==> src/rtl/lesson_ctrl.sv <==
// Lesson-mode sequencer: picks a song tutor, arms it with a one-cycle START,
// shows its hint LEDs, scores wrong key onsets and watches for song completion
// or player inactivity. Free-play mode lights the LED of the held note.
module lesson_ctrl #(
    parameter logic [31:0] TIMEOUT_CYC = 32'd500_000_000,
    parameter logic [3:0]  NOTE_NONE   = 4'd0
) (
    input  logic        CLK,
    input  logic        RESET,
    input  logic        GO,
    input  logic [1:0]  MODE_SEL,
    input  logic [3:0]  note,
    input  logic [23:0] song_led,
    input  logic [2:0]  song_done,
    output logic [2:0]  song_start,
    output logic [7:0]  Led,
    output logic [7:0]  mistakes,
    output logic        busy,
    output logic        done,
    output logic        timeout
);

    typedef enum logic [2:0] {
        S_IDLE,
        S_FREE,
        S_ARM,
        S_PLAY,
        S_DONE,
        S_TIMEOUT
    } state_t;

    state_t      state_reg, state_next;
    logic [1:0]  sel_reg, sel_next;
    logic [31:0] idle_cnt_reg, idle_cnt_next;
    logic [3:0]  prev_note_reg;
    logic [7:0]  mistakes_reg, mistakes_next;
    logic [7:0]  led_reg, led_next;
    logic [2:0]  song_start_reg, song_start_next;
    logic        busy_reg, busy_next;
    logic        done_reg, done_next;
    logic        timeout_reg, timeout_next;

    logic [7:0]  note_onehot;
    logic [7:0]  hint;
    logic        sel_done;
    logic        onset;
    logic        wrong_key;

    // Codes 1..8 light LED bits 0..7; NOTE_NONE and codes above 8 decode to nothing.
    for (genvar gi = 0; gi < 8; gi++) begin : g_note_dec
        assign note_onehot[gi] = (note == 4'(gi + 1));
    end

    // Hint slice and completion flag of the currently selected tutor.
    always_comb begin
        hint     = 8'd0;
        sel_done = 1'b0;
        case (sel_reg)
            2'd1: begin hint = song_led[7:0];   sel_done = song_done[0]; end
            2'd2: begin hint = song_led[15:8];  sel_done = song_done[1]; end
            2'd3: begin hint = song_led[23:16]; sel_done = song_done[2]; end
            default: ;
        endcase
    end

    // An onset is a press out of silence; sliding between keys does not count.
    // A key outside the hint (including undecodable codes) is a wrong key.
    assign onset     = (note != NOTE_NONE) && (prev_note_reg == NOTE_NONE);
    assign wrong_key = ((note_onehot & hint) == 8'd0);

    // Next-state, selection, scoring and inactivity counter.
    always_comb begin
        state_next    = state_reg;
        sel_next      = sel_reg;
        idle_cnt_next = idle_cnt_reg;
        mistakes_next = mistakes_reg;
        case (state_reg)
            S_IDLE: begin
                if (MODE_SEL == 2'd0) begin
                    state_next = S_FREE;
                end else if (GO) begin
                    state_next    = S_ARM;
                    sel_next      = MODE_SEL;
                    mistakes_next = 8'd0;
                end
            end
            S_FREE: begin
                if (MODE_SEL != 2'd0) state_next = S_IDLE;
            end
            S_ARM: begin
                idle_cnt_next = 32'd0;
                state_next    = S_PLAY;
            end
            S_PLAY: begin
                // Scoring happens first so an onset coinciding with completion
                // or abort still lands in the score; a restart wipes it anyway.
                idle_cnt_next = onset ? 32'd0 : idle_cnt_reg + 32'd1;
                if (onset && wrong_key && (mistakes_reg != 8'hFF))
                    mistakes_next = mistakes_reg + 8'd1;
                if (MODE_SEL != sel_reg) begin
                    state_next = S_IDLE;
                end else if (GO) begin
                    state_next    = S_ARM;
                    mistakes_next = 8'd0;
                end else if (sel_done) begin
                    state_next = S_DONE;
                end else if (idle_cnt_reg == TIMEOUT_CYC - 32'd1) begin
                    state_next = S_TIMEOUT;
                end
            end
            S_DONE, S_TIMEOUT: begin
                if (GO || (MODE_SEL != sel_reg)) state_next = S_IDLE;
            end
            default: state_next = S_IDLE;
        endcase
    end

    // Outputs are decoded from the upcoming state so they register alongside it.
    always_comb begin
        led_next        = 8'd0;
        song_start_next = 3'd0;
        case (state_next)
            S_FREE:    led_next = note_onehot;
            S_PLAY:    led_next = hint;
            S_DONE:    led_next = mistakes_next;
            S_TIMEOUT: led_next = 8'hFF;
            S_ARM: begin
                case (sel_next)
                    2'd1:    song_start_next = 3'b001;
                    2'd2:    song_start_next = 3'b010;
                    2'd3:    song_start_next = 3'b100;
                    default: song_start_next = 3'b000;
                endcase
            end
            default: ;
        endcase
        busy_next    = (state_next == S_ARM) || (state_next == S_PLAY);
        done_next    = (state_next == S_DONE) && (state_reg != S_DONE);
        timeout_next = (state_next == S_TIMEOUT);
    end

    // State and registered outputs; RESET clears everything at once.
    always_ff @(posedge CLK or posedge RESET) begin
        if (RESET) begin
            state_reg      <= S_IDLE;
            sel_reg        <= 2'd0;
            idle_cnt_reg   <= 32'd0;
            prev_note_reg  <= NOTE_NONE;
            mistakes_reg   <= 8'd0;
            led_reg        <= 8'd0;
            song_start_reg <= 3'd0;
            busy_reg       <= 1'b0;
            done_reg       <= 1'b0;
            timeout_reg    <= 1'b0;
        end else begin
            state_reg      <= state_next;
            sel_reg        <= sel_next;
            idle_cnt_reg   <= idle_cnt_next;
            prev_note_reg  <= note;
            mistakes_reg   <= mistakes_next;
            led_reg        <= led_next;
            song_start_reg <= song_start_next;
            busy_reg       <= busy_next;
            done_reg       <= done_next;
            timeout_reg    <= timeout_next;
        end
    end

    assign song_start = song_start_reg;
    assign Led        = led_reg;
    assign mistakes   = mistakes_reg;
    assign busy       = busy_reg;
    assign done       = done_reg;
    assign timeout    = timeout_reg;

endmodule
==> config.mk <==
export PLATFORM = sky130hd
export DESIGN_NAME = lesson_ctrl
export DESIGN_NICKNAME = d
export VERILOG_FILES = /design/src/rtl/lesson_ctrl.sv
export SDC_FILE = /design/constraint.sdc
export NUM_CORES = 1
export LEC_CHECK = 0
export CAP_MARGIN = 25
export CORE_MARGIN = 3
export CORE_UTILIZATION = 54
export CTS_CLUSTER_DIAMETER = 150
export DETAILED_ROUTE_END_ITERATION = 8
export PLACE_DENSITY_LB_ADDON = 0.2
export SETUP_SLACK_MARGIN = 0.15
export SLEW_MARGIN = 20
export SYNTH_ARGS = -nofsm -noshare
export SYNTH_HDL_FRONTEND = slang
export SYNTH_SLANG_ARGS = --single-unit
==> constraint.sdc <==
create_clock -name CLK -period 3.09 [get_ports CLK]
set_clock_uncertainty 0.1 [all_clocks]
set_input_delay 0.4635 -clock CLK [delete_from_list [all_inputs] [get_ports CLK]]
set_output_delay 0.4635 -clock CLK [all_outputs]
set_load 0.02 [all_outputs]
==> flow_results.xml <==
<?xml version="1.0" encoding="UTF-8"?>
<metrics>
  <group name="sta">
    <metric name="worst-slew-pin-transition" unit="ps">610</metric>
    <metric name="timing.fmax" unit="MHz">368</metric>
    <metric name="period_needed" unit="ps">2720</metric>
  </group>
  <group name="cells_and_area">
    <metric name="antenna_cells" unit="">0</metric>
    <metric name="finish.net_count" unit="">518</metric>
  </group>
  <group name="floorplan">
    <metric name="floorplan.die.width" unit="microns">88.4</metric>
    <metric name="placeableCoreArea" unit="sq um">6460</metric>
  </group>
  <group name="global_routing">
    <metric name="number_of_antenna_violations_at_the_first_check_in_global_routing" unit="">0</metric>
    <metric name="grt_usage" unit="">0.254</metric>
    <metric name="first_pass_grt_wire_length" unit="microns">15400</metric>
    <metric name="number_of_global_route_vias_before_repair" unit="">3228</metric>
  </group>
  <group name="critical_path">
    <metric name="critical_path.most_common_cell" unit="">nand3_1</metric>
    <metric name="worst_r2r_endpoint" unit="">idle_cnt_reg[28]</metric>
    <metric name="timing.critical_path.slowest_cell_delay" unit="ps">550</metric>
  </group>
  <group name="drt">
    <metric name="route.detailed.vias_per_inst" unit="">6.23</metric>
    <metric name="dr_total_vias" unit="">3500</metric>
    <metric name="drt_first_iter_violations" unit="">261</metric>
  </group>
  <group name="cts">
    <metric name="clock_path_buffers" unit="">2</metric>
    <metric name="cts_buffers" unit="">9</metric>
  </group>
  <group name="yosys">
    <metric name="postSynthNetCount" unit="">448</metric>
    <metric name="synthDominantCellAreaShare" unit="">0.430</metric>
  </group>
  <group name="place">
    <metric name="post-place-ws" unit="ps">86.7</metric>
    <metric name="numPortBuffers" unit="">57</metric>
  </group>
  <group name="power">
    <metric name="max_rail_drop_vdd" unit="uV">455</metric>
  </group>
  <group name="run_status">
    <metric name="status" unit="">completed</metric>
  </group>
</metrics>
what timing repair did:
action                     4_1_cts  5_1_grt
hold buffers                     0        0
setup endpoints to repair        0       10
gates resized                    0        2
metal layers:
metal / wire [microns] / global-route usage / vias up
li1: - / - / 1654
met1: 4500 / 0.385 / 1680
met2: 4330 / 0.364 / 156
met3: 813 / 0.0531 / 10
met4: 112 / 0.0810 / 0
met5: 0 / 0 / -
per-stage QoR:
stage	cells	cell area, sq um
2_1_floorplan	410	3670
3_3_place_gp	546	4420
3_5_place_dp	546	4420
4_1_cts	562	4580
5_1_grt	562	4590
6_report	562	4590
synthesized netlist by cell type (8+ instances only):
library cell,number
a22o_1,8
xor2_1,9
nor3_1,12
nor2_1,23
a21oi_1,17
a31oi_1,8
nand2b_1,10
clkbuf_1,9
nand2_1,58
and3_1,9
o21ai_0,44
dfrtp_1,63
o31ai_1,8
nand3_1,25
logic make-up after synthesis:
family / after synthesis / synth area share
flops: 63 / 0.430
mux: 12 / 0.0378
fa+ha+maj: 2 / 0.00682
xor+xnor: 11 / 0.0263
buf+inv: 25 / 0.0314
compound gates: 118 / 0.211
simple gates: 179 / 0.257
area by class of cell:
class	count	area, sq um
Tap cell	77	96.3
Multi-Input combinational cell	322	1990
Sequential cell	63	1580
Timing Repair Buffer	77	746
Fill cell	515	1870
Clock inverter	3	20.0
Inverter	7	26.3
Clock buffer	13	139
power by group:
| group | switching [W] | internal (W) |
|---|---|---|
| Sequential | 0.000105 | 0.000930 |
| Clock | 0.000303 | 0.000291 |
| Combinational | 0.000867 | 0.000622 |
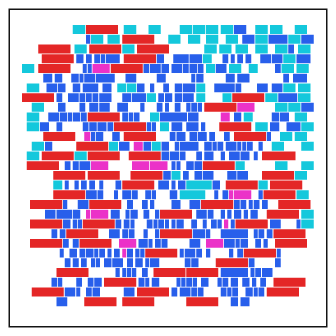
Figure 1: placement by cell class.
flops: shown in red, cells 63, share of their area 35%. clock drivers and dummy loads: shown in magenta, cells 16, share of their area 3.5%. combinational and other logic: shown in blue, cells 329, share of their area 45%. other buffers and delay cells: shown in cyan, cells 77, share of their area 17%.

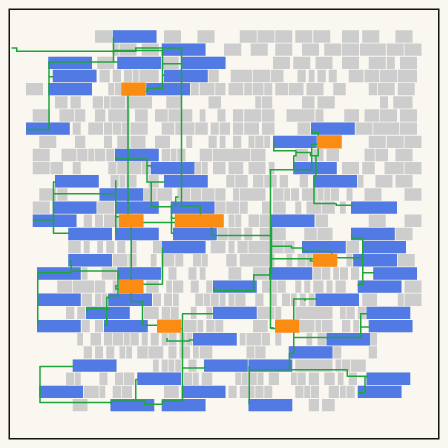
Figure 2: clock network drawn from the DEF.
clock drivers: shown in orange, count 9. flip-flops: shown in blue, count 63. clock wires: shown in green, length 748 microns.
Position of the flops: widely spread.

Power and IR drop assume default switching activity.
